<file path="src/rtl/seg_pkg.sv">
// seg_pkg: shared types and constants for the seven-segment scan driver.
package seg_pkg;

    typedef logic [6:0] seg_t;

    typedef struct packed {
        logic       blank;
        logic       dp;
        logic [3:0] val;
    } digit_t;

    localparam seg_t SEG_OFF = 7'h7F;

    typedef enum logic { ST_ON, ST_GAP } scan_st_t;

endpackage

</file>
<file path="src/rtl/hex_to_seg.sv">
// hex_to_seg: active-low {a..g} pattern for one hex nibble.
module hex_to_seg
    import seg_pkg::*;
(
    input  logic [3:0] val_i,
    output seg_t       seg_o
);

    always_comb begin
        seg_o = SEG_OFF;
        case (val_i)
            4'h0: seg_o = 7'b0000001;
            4'h1: seg_o = 7'b1001111;
            4'h2: seg_o = 7'b0010010;
            4'h3: seg_o = 7'b0000110;
            4'h4: seg_o = 7'b1001100;
            4'h5: seg_o = 7'b0100100;
            4'h6: seg_o = 7'b0100000;
            4'h7: seg_o = 7'b0001111;
            4'h8: seg_o = 7'b0000000;
            4'h9: seg_o = 7'b0000100;
            4'hA: seg_o = 7'b0001000;
            4'hB: seg_o = 7'b1100000;
            4'hC: seg_o = 7'b0110001;
            4'hD: seg_o = 7'b1000010;
            4'hE: seg_o = 7'b0110000;
            4'hF: seg_o = 7'b0111000;
            default: seg_o = SEG_OFF;
        endcase
    end

endmodule

</file>
<file path="src/rtl/seg_scan_driver.sv">
// seg_scan_driver: time-multiplexed common-anode seven-segment driver with
// per-digit registers, lit slots separated by an all-off anti-ghosting gap.
module seg_scan_driver
    import seg_pkg::*;
#(
    parameter  int NUM_DIGITS   = 8,
    parameter  int REFRESH_DIV  = 100000,
    parameter  int BLANK_CYCLES = 2,
    localparam int AW = NUM_DIGITS > 1 ? $clog2(NUM_DIGITS) : 1,
    localparam int CW = $clog2((REFRESH_DIV > BLANK_CYCLES ? REFRESH_DIV : BLANK_CYCLES) + 1)
) (
    input  logic                  clk,
    input  logic                  rst_n,
    input  logic                  wr_en,
    input  logic [AW-1:0]         wr_addr,
    input  logic [3:0]            wr_val,
    input  logic                  wr_blank,
    input  logic                  wr_dp,
    output logic [6:0]            segments,
    output logic                  dp_n,
    output logic [NUM_DIGITS-1:0] anode,
    output logic                  frame_start
);

    digit_t [NUM_DIGITS-1:0] dig_q;
    scan_st_t                st_q, st_d;
    logic [AW-1:0]           idx_q, idx_d;
    logic [CW-1:0]           cnt_q, cnt_d;
    logic [NUM_DIGITS-1:0]   an_q, an_d;
    seg_t                    seg_q, seg_d, hex_seg;
    logic                    dp_q, dp_d, fs_q, fs_d;
    digit_t                  cur;
    logic                    last, adv, lit;

    always_comb begin
        cur = '0;
        for (int i = 0; i < NUM_DIGITS; i++)
            if (idx_q == AW'(i)) cur = dig_q[i];
    end

    hex_to_seg u_hex (.val_i(cur.val), .seg_o(hex_seg));

    // idx only advances when a lit slot is finished, i.e. leaving GAP or leaving ON with no gap
    always_comb begin
        last  = cnt_q == (st_q == ST_ON ? CW'(REFRESH_DIV - 1) : CW'(BLANK_CYCLES - 1));
        adv   = last && (st_q == ST_GAP || BLANK_CYCLES == 0);
        st_d  = last ? ((st_q == ST_ON && BLANK_CYCLES > 0) ? ST_GAP : ST_ON) : st_q;
        cnt_d = last ? '0 : cnt_q + CW'(1);
        idx_d = !adv ? idx_q : (idx_q == AW'(NUM_DIGITS - 1) ? '0 : idx_q + AW'(1));
        lit   = st_q == ST_ON && !cur.blank;
        an_d  = st_q == ST_ON ? ~(NUM_DIGITS'(1) << idx_q) : '1;
        seg_d = lit ? hex_seg : SEG_OFF;
        dp_d  = !(lit && cur.dp);
        fs_d  = st_q == ST_ON && idx_q == '0 && cnt_q == '0;
    end

    always_ff @(posedge clk or negedge rst_n) begin
        if (!rst_n) begin
            st_q  <= ST_ON;
            idx_q <= '0;
            cnt_q <= '0;
            an_q  <= '1;
            seg_q <= SEG_OFF;
            dp_q  <= 1'b1;
            fs_q  <= 1'b0;
            for (int i = 0; i < NUM_DIGITS; i++) dig_q[i] <= '{blank: 1'b1, dp: 1'b0, val: 4'h0};
        end else begin
            st_q  <= st_d;
            idx_q <= idx_d;
            cnt_q <= cnt_d;
            an_q  <= an_d;
            seg_q <= seg_d;
            dp_q  <= dp_d;
            fs_q  <= fs_d;
            // out-of-range addresses match no digit and are dropped
            for (int i = 0; i < NUM_DIGITS; i++)
                if (wr_en && wr_addr == AW'(i)) dig_q[i] <= '{blank: wr_blank, dp: wr_dp, val: wr_val};
        end
    end

    assign segments    = seg_q;
    assign dp_n        = dp_q;
    assign anode       = an_q;
    assign frame_start = fs_q;

endmodule
</file>
<file path="config.mk">
export PLATFORM = sky130hd
export DESIGN_NAME = seg_scan_driver
export DESIGN_NICKNAME = d
export VERILOG_FILES = /design/src/rtl/seg_pkg.sv /design/src/rtl/hex_to_seg.sv /design/src/rtl/seg_scan_driver.sv
export SDC_FILE = /design/constraint.sdc
export NUM_CORES = 1
export LEC_CHECK = 0
export ABC_AREA = 0
export CORE_MARGIN = 4
export CORE_UTILIZATION = 25
export DETAILED_ROUTE_END_ITERATION = 8
export PLACE_DENSITY_LB_ADDON = 0.2
export SYNTH_ARGS = -nofsm -noshare
export SYNTH_HDL_FRONTEND = slang
export SYNTH_SLANG_ARGS = --single-unit
</file>
<file path="constraint.sdc">
create_clock -name clk -period 3.9 [get_ports clk]
set_input_delay 0.39 -clock clk [delete_from_list [all_inputs] [get_ports clk]]
set_output_delay 0.39 -clock clk [all_outputs]
set_load 0.02 [all_outputs]
</file>
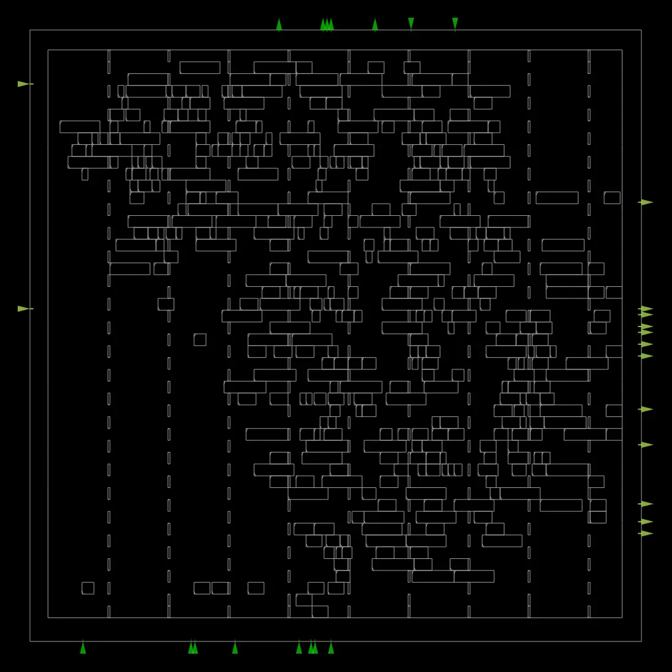
(placement view)
flop count: 86
number of placement rows: 48
Tapcells: 225
core area: 0.0172 mm^2
Layout Utilization: 30.0%

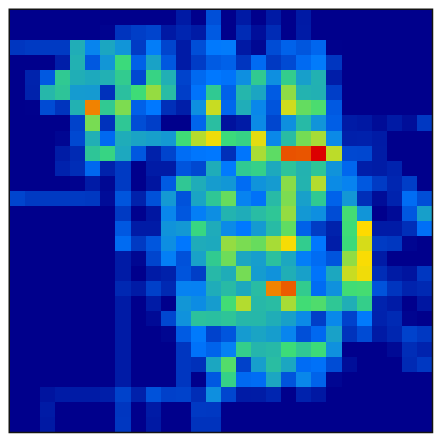
(wire density map)
Drawn at 3 px/um. 28 x 28 tiles, from dark blue (low) to red (high), scaled to the fullest tile. Values are wire area over tile area, all layers added.
37% of the tiles are nearly empty. The mean over all tiles is 0.083. 6.9% of the tiles are over half the peak.
Vias: 2992
Total GRT Usage: 11.2%
Total Routed Length: 10400 um
per-cell routed wire length: 16.4 um

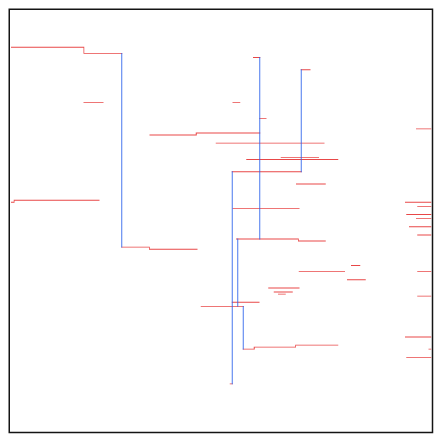
(metal layers overlaid)
Drawn at 3 px/um. Only two layers are drawn.
Red stands for metal 3, wire length 478 um. Blue stands for metal 4, wire length 267 um.

==> impl_metrics.py <==
# Generated from Yosys and OpenROAD reports
metrics = {
    "yosys": {
        "ys_seq_share_pct": 49.6,
        "ys.flops": 86,
        "ys_cells": 378,
        "topCombFamilyByArea": "multiplexers",
        "synth_cell_type_count": 68,
        "largest_area_cell": "dfrtp_1",
        "xor_share_pct": 2.99,
    },
    "power_and_ir_drop": {
        "swShare_pct": 28.1,
        "p_switching_w": 0.000684,
        "leakage_nw": 2.11,
        "pwr-share-comb_pct": 18.6,
    },
    "outcome": {
        "status": "complete, no violations",
    },
    "clocking": {
        "numCtsBuffers": 9,
        "cts-hold-fix-buffers": 0,
        "cts_tree": "built",
        "clock_path_buffers": 2,
    },
    "grt": {
        "grt_max_degree": 62,
    },
    "die": {
        "dieWidth_um": 141,
        "dieArea_mm2": 0.0198,
    },
    "detailed_routing": {
        "vias_per_cell": 4.71,
        "firstDrtPassIters": 4,
    },
    "worst_setup_path": {
        "regToRegSetupSlack_ns": 0.86,
        "worstReg2RegEnd": "segments[6]",
        "crit_arrival_ns": 3.30,
        "crit_fanout": 24,
        "critical_path_class": "reg2reg",
        "crit_chain": "inv_1 > ha_1 > inv_1 > o21ai_0 > a31oi_1 > a2bb2oi_2 > inv_1 > ha_1 > a221o_1 > o31ai_1 > o21ai_1",
        "r2r-start": "idx_q[0]",
    },
    "final_layout": {
        "fillers": 1733,
        "design_area_mm2": 0.00517,
        "diodes": 0,
        "regMostFlops": "dig_q",
        "fin_cells": 635,
    },
    "sta": {
        "relSlewSlack_pct": 38.3,
        "min_period_ns": 3.04,
        "setup_violations": 0,
        "hold_slack_ns": 0.142,
    },
    "placed_design": {
        "dpl.cell_count": 619,
        "place_ws_ns": 0.860,
    },
    "job": {
        "maxCapViolCount": 0,
    },
}
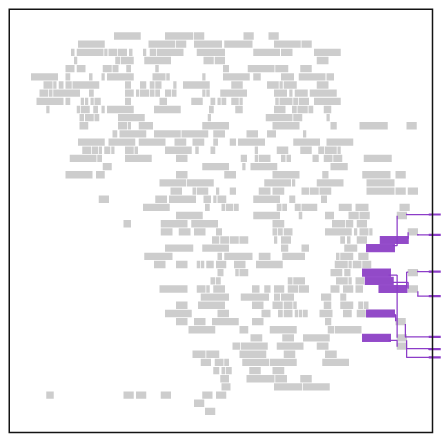
(I/O nets highlighted)
Drawn at 3 px/um.
Purple stands for segments, direction output, end cells 7, wire 115 um.
Port Buf Inserts: 28
boundary pin count: 29

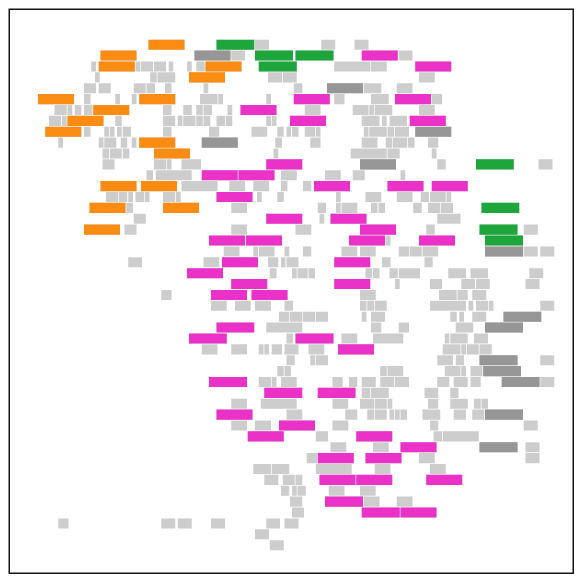
(sequential cells colored by netlist name)
Drawn at 4 px/um.
Magenta stands for dig_q, placed flops 48. Green stands for anode, placed flops 8. Orange stands for cnt_q, placed flops 17, where north-west.
Another 13 sequential cells are not colored.

## power groups by stage
stage                     Clock [W]  Sequential (W)  Combinational, W
final                      0.000849         0.00114          0.000453
after floorplan                   0         0.00117          0.000270
after detailed placement          0         0.00115          0.000455
after global placement            0         0.00115          0.000450
after global routing       0.000915         0.00115          0.000503
after CTS                  0.000880         0.00114          0.000457
## routing by layer
metal,share of wire (%),global-route usage [%],up-vias
li1,-,-,1428
met1,44,13.9,1494
met2,49,18.3,55
met3,4.6,3.22,15
met4,2.6,4.64,0
met5,0,0,-
## layout make-up
type / count / share of cell area [%]
Sequential cell: 86 / 42.2
Multi-Input combinational cell: 258 / 39.5
Timing Repair Buffer: 32 / 5.95
Tap cell: 225 / 5.44
Clock buffer: 10 / 4.62
Inverter: 18 / 1.31
Clock inverter: 6 / 0.991
Power figures rest on the tool's default switching activity, not on a simulated workload.
